### src/rtl/cpu_pkg.sv
// Shared definitions for the accumulator CPU: opcodes, controller states, address width.
// Pure declarations; no logic, no latency.
// No flow control of its own; consumed by the controller and its timeout timer.
package cpu_pkg;

    localparam int ADDR_W = 13;

    localparam logic [2:0] OP_HLT = 3'b000;
    localparam logic [2:0] OP_SKZ = 3'b001;
    localparam logic [2:0] OP_ADD = 3'b010;
    localparam logic [2:0] OP_AND = 3'b011;
    localparam logic [2:0] OP_XOR = 3'b100;
    localparam logic [2:0] OP_LDA = 3'b101;
    localparam logic [2:0] OP_STO = 3'b110;
    localparam logic [2:0] OP_JMP = 3'b111;

    typedef enum logic [3:0] {
        ST_IDLE,
        ST_FETCH,
        ST_DECODE,
        ST_MEM_RD,
        ST_MEM_WR,
        ST_PC_NEXT,
        ST_PC_SKIP,
        ST_HALT,
        ST_ERROR
    } state_t;

    // States that hold a memory request open
    function automatic logic is_mem_state(input state_t s);
        return (s == ST_FETCH) || (s == ST_MEM_RD) || (s == ST_MEM_WR);
    endfunction

endpackage

### src/rtl/accum_ctrl_ack_timer.sv
// Memory-ack watchdog: counts unacked request cycles, flags expiry on the last allowed one.
// expired is combinational from the count and run; the count updates on the next edge.
// Never stalls anything; clr has priority over run.
module ack_timer #(
    parameter int ACK_TIMEOUT = 16
) (
    input  logic clk,
    input  logic rst,
    input  logic clr,
    input  logic run,
    output logic expired
);
    localparam int TW = (ACK_TIMEOUT > 1) ? $clog2(ACK_TIMEOUT) : 1;
    localparam logic [TW-1:0] LAST = TW'(ACK_TIMEOUT - 1);

    logic [TW-1:0] cnt_q;

    // Count waiting cycles; restart on every new request phase
    always_ff @(posedge clk) begin
        if (rst) begin
            cnt_q <= '0;
        end else if (clr) begin
            cnt_q <= '0;
        end else if (run) begin
            cnt_q <= cnt_q + TW'(1);
        end
    end

    // Only a cycle that is still waiting can expire, so a late ack always wins
    assign expired = run && (cnt_q == LAST);

endmodule

### src/rtl/accum_ctrl.sv
// Multi-cycle sequencer for the accumulator CPU: fetch, decode, memory access, PC update.
// Strobes are combinational from state and mem_ack; state advances one step per edge.
// Memory wait states hold the current state; an unacked request times out into ERROR.
module accum_ctrl
    import cpu_pkg::*;
#(
    parameter int ACK_TIMEOUT = 16,
    parameter int CNT_W       = 16
) (
    input  logic             clk,
    input  logic             rst,
    input  logic             start,
    input  logic [2:0]       opcode,
    input  logic             zero,
    input  logic             mem_ack,
    output logic             mem_req,
    output logic             mem_we,
    output logic             addr_sel,
    output logic             load_ir,
    output logic             load_acc,
    output logic             inc_pc,
    output logic             load_pc,
    output logic             busy,
    output logic             halted,
    output logic             err,
    output logic [CNT_W-1:0] retired
);

    state_t           state_q, state_d;
    logic             skip_q;
    logic [CNT_W-1:0] retired_q;
    logic             tmr_clr;
    logic             tmr_run;
    logic             tmr_expired;

    // Restart the watchdog whenever a fresh request phase begins
    assign tmr_clr = (state_d != state_q) && is_mem_state(state_d);
    assign tmr_run = mem_req && !mem_ack;

    ack_timer #(
        .ACK_TIMEOUT(ACK_TIMEOUT)
    ) u_ack_timer (
        .clk    (clk),
        .rst    (rst),
        .clr    (tmr_clr),
        .run    (tmr_run),
        .expired(tmr_expired)
    );

    // Next-state selection
    always_comb begin
        state_d = state_q;
        case (state_q)
            ST_IDLE:    if (start) state_d = ST_FETCH;
            ST_FETCH: begin
                if (mem_ack)          state_d = ST_DECODE;
                else if (tmr_expired) state_d = ST_ERROR;
            end
            ST_DECODE: begin
                case (opcode)
                    OP_ADD, OP_AND, OP_XOR, OP_LDA: state_d = ST_MEM_RD;
                    OP_STO:                         state_d = ST_MEM_WR;
                    default:                        state_d = ST_PC_NEXT;
                endcase
            end
            ST_MEM_RD, ST_MEM_WR: begin
                if (mem_ack)          state_d = ST_PC_NEXT;
                else if (tmr_expired) state_d = ST_ERROR;
            end
            ST_PC_NEXT: begin
                if (opcode == OP_HLT)                state_d = ST_HALT;
                else if (opcode == OP_SKZ && skip_q) state_d = ST_PC_SKIP;
                else                                 state_d = ST_FETCH;
            end
            ST_PC_SKIP: state_d = ST_FETCH;
            ST_HALT:    if (start) state_d = ST_FETCH;
            ST_ERROR:   state_d = ST_ERROR;
            default:    state_d = ST_IDLE;
        endcase
    end

    // State, skip decision and retired-instruction count
    always_ff @(posedge clk) begin
        if (rst) begin
            state_q   <= ST_IDLE;
            skip_q    <= 1'b0;
            retired_q <= '0;
        end else begin
            state_q <= state_d;
            if (state_q == ST_DECODE) begin
                skip_q <= (opcode == OP_SKZ) && zero;
            end
            if (state_q == ST_PC_NEXT) begin
                retired_q <= retired_q + CNT_W'(1);
            end
        end
    end

    // Datapath strobes and memory handshake decoded from the current state
    always_comb begin
        mem_req  = 1'b0;
        mem_we   = 1'b0;
        addr_sel = 1'b0;
        load_ir  = 1'b0;
        load_acc = 1'b0;
        inc_pc   = 1'b0;
        load_pc  = 1'b0;
        case (state_q)
            ST_FETCH: begin
                mem_req = 1'b1;
                load_ir = mem_ack;
            end
            ST_MEM_RD: begin
                mem_req  = 1'b1;
                addr_sel = 1'b1;
                load_acc = mem_ack;
            end
            ST_MEM_WR: begin
                mem_req  = 1'b1;
                mem_we   = 1'b1;
                addr_sel = 1'b1;
            end
            ST_PC_NEXT: begin
                if (opcode == OP_JMP) load_pc = 1'b1;
                else                  inc_pc  = 1'b1;
            end
            ST_PC_SKIP: inc_pc = 1'b1;
            default: ;
        endcase
    end

    assign busy    = (state_q != ST_IDLE) && (state_q != ST_HALT) && (state_q != ST_ERROR);
    assign halted  = (state_q == ST_HALT);
    assign err     = (state_q == ST_ERROR);
    assign retired = retired_q;

endmodule

### config.mk
export PLATFORM = sky130hd
export DESIGN_NAME = accum_ctrl
export DESIGN_NICKNAME = d
export VERILOG_FILES = /design/src/rtl/cpu_pkg.sv /design/src/rtl/accum_ctrl_ack_timer.sv /design/src/rtl/accum_ctrl.sv
export SDC_FILE = /design/constraint.sdc
export NUM_CORES = 1
export LEC_CHECK = 0
export CAP_MARGIN = 10
export CORE_ASPECT_RATIO = 0.8
export CORE_MARGIN = 5
export CORE_UTILIZATION = 49
export DETAILED_ROUTE_END_ITERATION = 6
export PLACE_DENSITY_LB_ADDON = 0.25
export SLEW_MARGIN = 30
export SYNTH_ARGS = -nofsm -noshare
export SYNTH_HDL_FRONTEND = slang
export SYNTH_SLANG_ARGS = --single-unit
### constraint.sdc
create_clock -name clk -period 2.6 [get_ports clk]
set_input_delay 0.78 -clock clk [delete_from_list [all_inputs] [get_ports clk]]
set_output_delay 0.78 -clock clk [all_outputs]
set_load 0.005 [all_outputs]
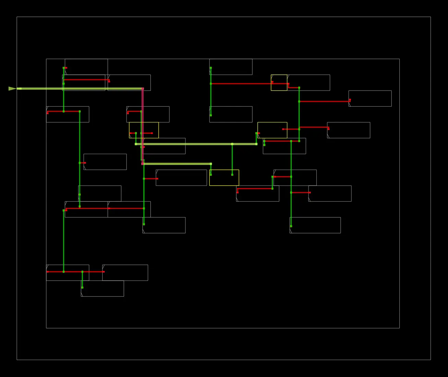
Fig. 1. Clock nets (run 1).
seq_cells: 25
clk pwr: 0.000230 W
CTS Buf Count: 3

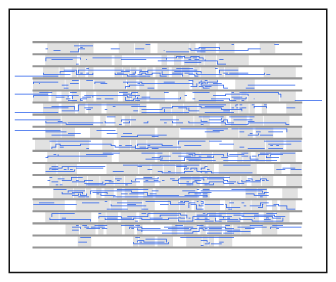
Fig. 2. Metal 1 (run 1).
Supply wires on this layer in grey. Cells faint in the background.
The wires run mostly horizontal. 206 nets have wire on it. The layer holds 45% of the routed length. The longest straight run is 19.3 um.

==> summary.txt, run 1 <==
fresh numbers from the pnr run: clock share of power between 20 and 30%, clock sink count 25, Die Area approximately 4200 um^2, Setup crit end load_pc, GRT met2 Usage between 30% and 40%, status finished clean, hold crit path type reg2reg, Cells after DPL between 200 and 300, Max stage delay on crit path approximately 0.51 ns, Non-clk invs 7, initial antenna violation count 0, P_sw 0.000233 W, xor+xnor area frac under 10%, n_taps 38, DR WL met3 approximately 200 um, combinational gate area between 900 and 1000 um^2, root buffer cell clkbuf_8, IO Count 34, Netlist Area Pre-Place 1470 um^2, Dominant cell area share roughly 34%, Slew Viols, Final 0, Worst-Margin Slew between 0.5 and 0.6 ns, Cell variety after synth around 42, nets 232, Leak 0.769 nW, Layout area overhead 39.5%
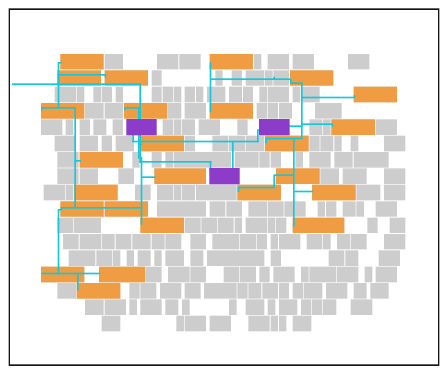
Fig. 3. Clock network drawn from the DEF (run 1).
Key: purple = clock-net drivers [count 3]; cyan = clock wires [length 271 um]; orange = flip-flops [count 25]
There are 4 routed clock nets.

--- run 2 (diff from run 1) ---
--- a/config.mk
+++ b/config.mk
@@ -8,9 +8,10 @@
 export CAP_MARGIN = 10
 export CORE_ASPECT_RATIO = 0.8
 export CORE_MARGIN = 5
-export CORE_UTILIZATION = 49
+export CORE_UTILIZATION = 45
 export DETAILED_ROUTE_END_ITERATION = 6
 export PLACE_DENSITY_LB_ADDON = 0.25
+export SETUP_SLACK_MARGIN = 0.2
 export SLEW_MARGIN = 30
 export SYNTH_ARGS = -nofsm -noshare
 export SYNTH_HDL_FRONTEND = slang
==> constraint.sdc (replaced) <==
create_clock -name clk -period 2.1 [get_ports clk]
set_input_delay 0.63 -clock clk [delete_from_list [all_inputs] [get_ports clk]]
set_output_delay 0.63 -clock clk [all_outputs]
set_load 0.005 [all_outputs]
==> run 2 against run 1 <==
- synthesized area is the same
- total power grew 44%
- cell area grew 23%
- sequential share of layout area shrank 4.4 points
- worst hold slack gained 0.045 ns
- the run now ends with negative setup slack left
- sequential power grew 21%
- largest power group unchanged
- count of clock-buffer cells in the layout is the same
- combinational power grew 100%
- cell count grew 17%
- critical path type is now reg2reg
- largest cell class unchanged
- synthesized cell count is the same
==> summary.txt, run 2 <==
fresh numbers from the pnr run: Non-clk invs 7, clock share of power between 20% and 30%, root buffer cell clkbuf_8, gr usage total 25.2%, number of global-route vias before repair ~1.7k, Layout area overhead 71.7%, top cells by count, synth dfxtp_1 (25), nor2_1 (21), a21oi_1 (11), first-pass GRT wire length 8.52 mm, final setup margin -0.122 ns, status finished, violations left, nets 273, xor+xnor area frac under 10%, DR WL met3 between 200 and 300 um, Die Area approximately 4500 um^2, Worst-Margin Slew between 0.5 and 0.6 ns, n_taps ~40, seq_cells 25, CTS Buf Count 3, Setup violations, final 6, P_sw between 0.0003 and 0.0004 W, Slew Viols, Final 0, dpl ws -0.713 ns, post-DR wirelength/cell about 19 um, Power Internal ~0.00083 W, initial antenna violation count 1, TritonCTS clock tree done, Cells after DPL about 270, Rel. slew slack between 60% and 70%, combinational gate area 1080 um^2, GRT met2 Usage 46.6%, Flop pwr share approximately two fifths, Pre-Repair DR Iteration Count 4, Vias/cell approximately 5.6, Dominant cell area share 34.2%, Max stage delay on crit path between 0.3 and 0.4 ns, MUX area fraction under 10%, IO Count 34, Gate Count Post-Synth about 170, Leak 1.05 nW, Tot Pwr between 0.001 and 0.0015 W, Setup crit end u_ack_timer.cnt_q[0], hold crit path type reg2reg, failing checks negative setup slack, Netlist Area Pre-Place ~1500 um^2
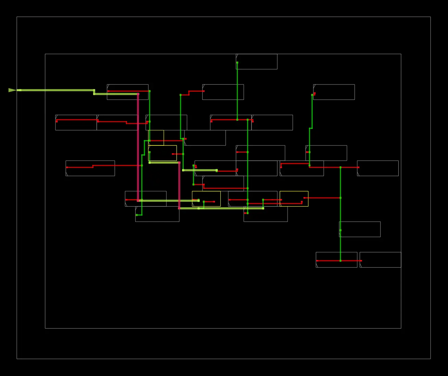
Fig. 4. Clock nets (run 2).
clk_lat worst skew: 0.28 ns
clk pwr: 0.000304 W
clock buffer count: 3
final clock skew: 0.00694 ns
clock sink count: 25

--- run 3 (diff from run 2) ---
--- a/config.mk
+++ b/config.mk
@@ -6,7 +6,6 @@
 export NUM_CORES = 1
 export LEC_CHECK = 0
 export CAP_MARGIN = 10
-export CORE_ASPECT_RATIO = 0.8
 export CORE_MARGIN = 5
 export CORE_UTILIZATION = 45
 export DETAILED_ROUTE_END_ITERATION = 6
==> run 3 against run 2 <==
- the run still ends with negative setup slack left
- sequential power about the same
- non-clock buffer count up 1
- critical path type is now in2reg
- worst setup slack worse by 0.12 ns
- synthesized area unchanged
- cell count up 1.3%
- clock skew up 0.0085 ns
- sequential share of layout area up 0.62 points
- combinational power down 3%
- core utilization up 2.3 points
==> summary.txt, run 3 <==
fresh numbers from the pnr run: status finished, violations left, failing checks negative setup slack, Cells after DPL ~280, dpl ws -0.789 ns, Leak 1.07 nW, Cell variety after synth approximately 42, hold crit path type reg2reg, MUX area fraction approximately 3.8%, Layout area overhead 74.8%, Rel. slew slack between 70% and 80%, Setup violations, final 7, TritonCTS clock tree done, initial antenna violation count 0, combinational gate area 1090 um^2, seq_cells 25, Netlist Area Pre-Place 1470 um^2, top cells by count, synth dfxtp_1 (25), nor2_1 (21), a21oi_1 (11), GRT met2 Usage about 44%, gr usage total about a quarter, n_taps ~44, first-pass GRT wire length 8.06 mm, DR WL met3 approximately 280 um, clock share of power a little over 20%, Slew Viols, Final 0, clock sink count 25, number of global-route vias before repair roughly 1.7k, Dominant cell area share 34.2%, Non-clk invs 7, final setup margin -0.245 ns, Pre-Repair DR Iteration Count 6, Worst-Margin Slew 0.440 ns, Power Internal ~0.00076 W, nets ~270, root buffer cell clkbuf_4, CTS Buf Count 3, Flop pwr share ~44%, Gate Count Post-Synth around 170, Vias/cell 5.60
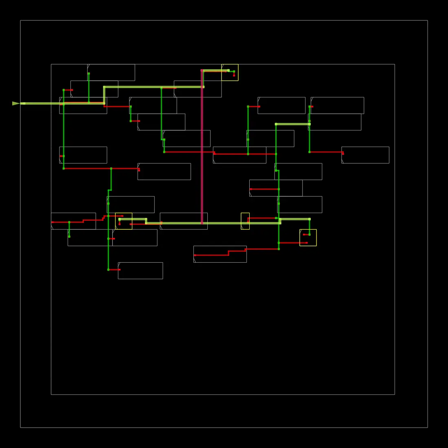
Fig. 5. Clock nets (run 3).
clk pwr: 0.000226 W
clk_lat worst skew: 0.34 ns
clock buffer count: 4
final clock skew: 0.0154 ns


## Gallery

Cell sizes after repair.
panel A
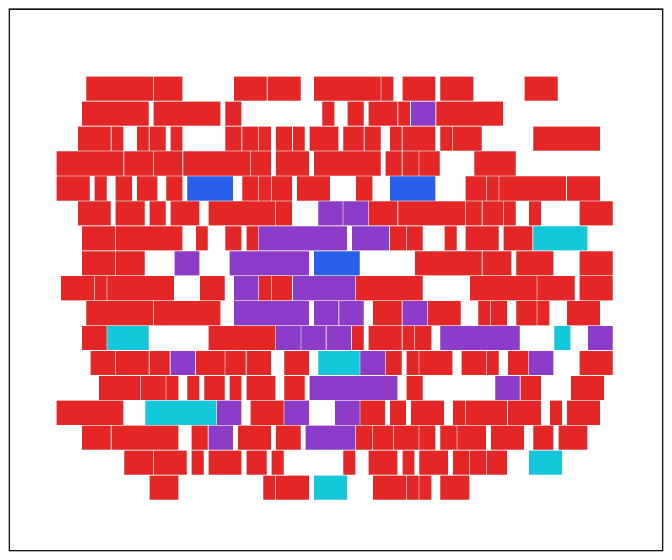
panel B
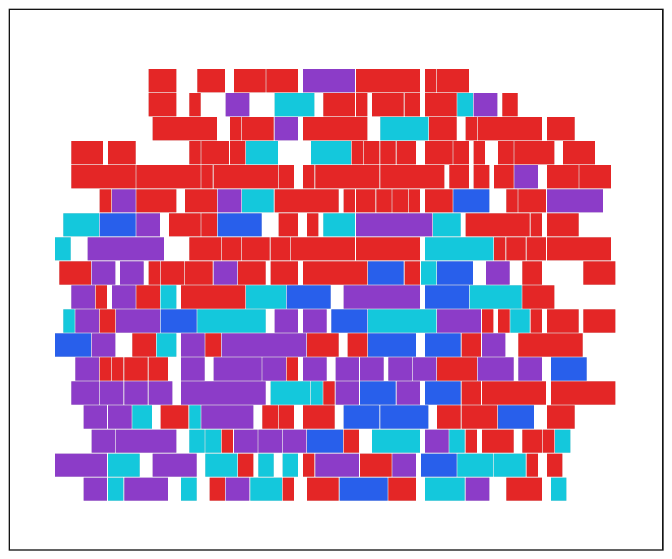
panel C
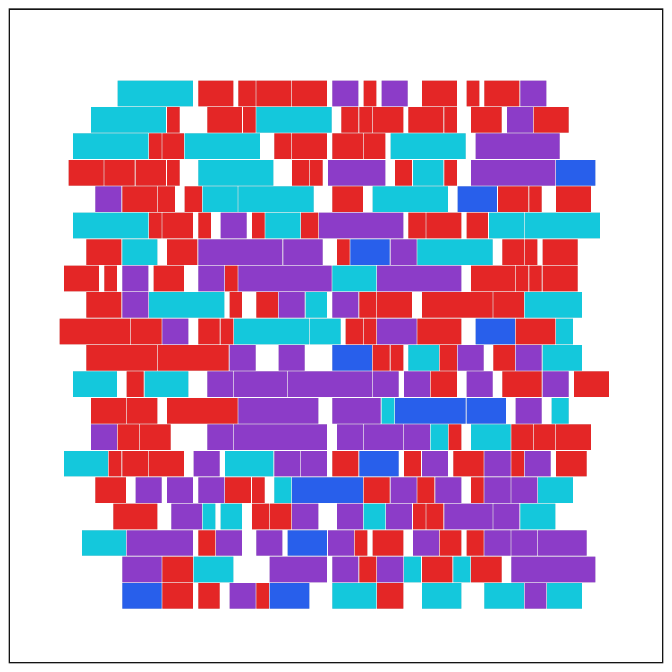
panel A: run 1
panel B: run 2
panel C: run 3

Key to panel B:
Key: purple = x3 and x4 [cells 62, share 24%]; red = x1 and smaller [cells 139, share 53%]; blue = x6 and larger [cells 21, share 8.0%]; cyan = x2 [cells 40, share 15%]

No activity file was given, so power comes from the tool's default toggle rates.
